==> config.mk <==
export PLATFORM = sky130hd
export DESIGN_NAME = mskaes_word_loader
export DESIGN_NICKNAME = d
export VERILOG_FILES = /design/src/rtl/mskaes_word_loader.sv
export SDC_FILE = /design/constraint.sdc
export NUM_CORES = 1
export LEC_CHECK = 0
export CAP_MARGIN = 40
export CORE_AREA = 2 2 226 228
export CTS_CLUSTER_SIZE = 28
export DETAILED_ROUTE_END_ITERATION = 8
export DIE_AREA = 0 0 228 230
export PLACE_DENSITY = 0.77
export REMOVE_ABC_BUFFERS = 1
export SLEW_MARGIN = 10
export SYNTH_ARGS = -nofsm -noshare
export SYNTH_HDL_FRONTEND = slang
export SYNTH_SLANG_ARGS = --single-unit
==> constraint.sdc <==
create_clock -name clk -period 67 [get_ports clk]
set_input_delay 20.1 -clock clk [delete_from_list [all_inputs] [get_ports clk]]
set_output_delay 20.1 -clock clk [all_outputs]
set_load 0.05 [all_outputs]
==> src/rtl/mskaes_word_loader.sv <==
// rtl/mskaes_word_loader.sv - collects a shared 128-bit plaintext/key over a 32-bit word stream
// and hands the full sharings to the masked AES core in one cycle.
module mskaes_word_loader #(
  parameter int d = 2
) (
  input  logic              clk,
  input  logic              rst,
  input  logic              in_valid,
  output logic              in_ready,
  input  logic              in_pt_only,
  input  logic [32*d-1:0]   in_word,
  input  logic              clear_key,
  output logic              aes_valid_in,
  input  logic              aes_ready,
  output logic [128*d-1:0]  sh_plaintext,
  output logic [128*d-1:0]  sh_key,
  output logic              key_loaded
);

  typedef enum logic {ST_LOAD, ST_FULL} state_t;

  state_t             r_state;
  logic [2:0]         r_beat;
  logic               r_key_loaded;
  logic               r_pt_only;
  logic [128*d-1:0]   r_pt;
  logic [128*d-1:0]   r_key;

  logic w_accept;
  logic w_clear;
  logic w_last;

  assign in_ready = (r_state == ST_LOAD) & ~rst;
  assign w_accept = in_valid & in_ready;
  assign w_clear  = clear_key & (r_state == ST_LOAD) & (r_beat == 3'd0);
  assign w_last   = r_pt_only ? (r_beat == 3'd3) : (r_beat == 3'd7);

  // Sharings only leave the block while the core is being offered them.
  assign aes_valid_in = (r_state == ST_FULL);
  assign sh_plaintext = (r_state == ST_FULL) ? r_pt  : '0;
  assign sh_key       = (r_state == ST_FULL) ? r_key : '0;
  assign key_loaded   = r_key_loaded;

  always_ff @(posedge clk or posedge rst) begin
    if (rst) begin
      r_state      <= ST_LOAD;
      r_beat       <= 3'd0;
      r_key_loaded <= 1'b0;
      r_pt_only    <= 1'b0;
      r_pt         <= '0;
      r_key        <= '0;
    end else begin
      case (r_state)
        ST_LOAD: begin
          if (w_clear) begin
            r_key        <= '0;
            r_key_loaded <= 1'b0;
          end
          if (w_accept) begin
            // A clear in the same cycle wins, so this frame must carry a key.
            if (r_beat == 3'd0)
              r_pt_only <= in_pt_only & r_key_loaded & ~w_clear;
            if (!r_beat[2])
              r_pt[r_beat[1:0]*(32*d) +: 32*d] <= in_word;
            else
              r_key[r_beat[1:0]*(32*d) +: 32*d] <= in_word;
            if (w_last) begin
              r_beat  <= 3'd0;
              r_state <= ST_FULL;
              if (!r_pt_only)
                r_key_loaded <= 1'b1;
            end else begin
              r_beat <= r_beat + 3'd1;
            end
          end
        end
        ST_FULL: begin
          if (aes_ready) begin
            r_state <= ST_LOAD;
            r_pt    <= '0;
          end
        end
        default: r_state <= ST_LOAD;
      endcase
    end
  end

endmodule

==> images/final_placement.png <==
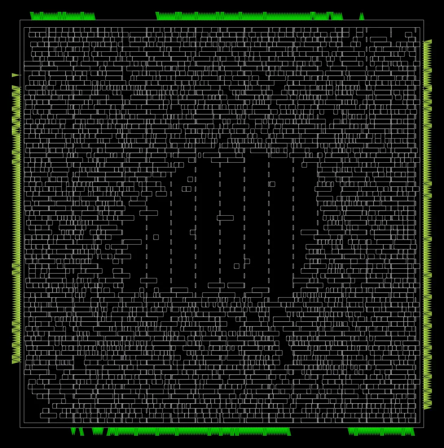
sequential cell count: 518
tapcell count: 672
sequential share of cell area: 0.408
floorplan core area: 49900 um2

==> images/clock_map.png <==
Drawn at 1 px/um.
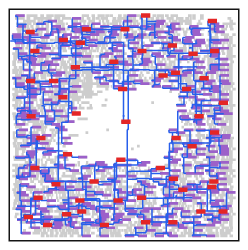
[cells driving clock nets] red | count: 54
[flip-flops] purple | count: 518
[clock wires] blue | length: 6420 um
flops lie: all over the die

==> flow_results.org <==
* Implementation run

** Synth
- Of the post-synthesis cell area, the dominant cell type holds 0.548.
- Number of flops mapped to enable cells by yosys :: 0
- For reference, the top cells by count after synthesis are dfrtp_1, and2_1, a22o_1.
- Sequential-to-total area share from yosys stat :: 0.548
- The cell-mix breakdown from Yosys lists the adder-cell area share as 0.00317.
- Largest family of logic cells by area :: simple AND/OR/NAND/NOR gates
- Yosys stat counts 2261 cells in the synthesized netlist.
- Share of synthesized registers carrying an async set or reset :: 1.00

** Worst setup path
- The worst setup path is of the in2out kind.
- STA classifies the critical path endpoint as an output port.
- For the worst setup path, the data required time is approximately 47 ns.
- CP top delay family :: buffers and inverters
- Per the post-run analysis, buffers plus inverters along the critical path come to 2.
- STA classifies the critical path startpoint as a primary input.

** Outcome
- The flow ran to the end, and the final reports show no timing, DRC or antenna violations.

** Global routing
- The via count of the first global-routing pass came to 19900.
- Met2 track utilization from global routing :: 0.482
- For met1 alone, demand over resource in global routing was 0.408.
- The initial antenna violation count came to 0.

** Placement
- After detailed placement, the total cell area comes to ~30000 um2.
- The HPWL after detailed placement is 52100 um.

** Power
- The analysis attributes to net switching a power of 0.306 mW.
- Top power consumer group :: registers
- The power report lists the combinational group at 0.220 mW.
- For this design the ratio of total power to cell area is 29.5 nW/um2.
- The power report puts the leakage power at 13.8 nW.
- Switching fraction of total power :: 0.327
- Power after layout :: 0.937 mW

** Detailed routing
- The routed design uses between 30000 and 40000 um of met2 wire.
- Aggregate routed wire length :: just over 80000 um
- Detailed-route wire length on metal 1 :: about 33000 um
- Overall via count from detail_route :: a little over 20000
- The iteration count recorded for the first detailed-route pass is 6.
- TritonRoute output was used to compute an average wire per cell of approximately 24 um.

** Finish
- In this run the layout overhead on the synthesized area is reported as 34.2%.
- By instance count after routing, the leading logic cell type is clkdlybuf4s50_1.
- Per the final report, the share of cell area in clock cells is 0.0571.
- By area, the class that comes first in the final layout consists of flip-flops and latches.
- Net count reported at finish :: approximately 2700
- With fillers left out, the area of the finished cells amounts to 31800 um2.
- approximately 1400 cells are multi-input combinational gates.
- In the layout the commonest cells are clkdlybuf4s50_1, dfrtp_1, and2_1.
- Share of cells above drive strength 1 :: 0.0607
- Filler Cells Inserted :: approximately 3900

** CTS
- Clock latency on the worst-skew pair, taken at its later pin, is a little over 0.6 ns.
- CTS buffer count :: 54
- Once the clock tree was built, the resizer swapped 0 gates to a different size.
- The post-CTS hold buffer count recorded in the log is 0.
- After clock tree synthesis, the clock-pin slew on the worst setup and hold paths is around 0.06 ns.

** Final timing
- The pin closest to its max-slew limit shows a slew of approximately 0.97 ns.
- Subtracting the final worst setup slack from the clock period gives around 42 ns.
- Hold slack final :: around 0.49 ns
- The final report lists the setup-violating endpoint count as 0.
- Final period util :: 0.629

** Floorplanning
- Die area :: roughly 52000 um2
- Number of top-level pins :: roughly 590
- Width of the die :: approximately 230 um
- Site Rows :: 82
- Die Y :: about 230 um

** Min path
- Worst hold path type :: reg2reg
No activity file was given, so power comes from the tool's default toggle rates.
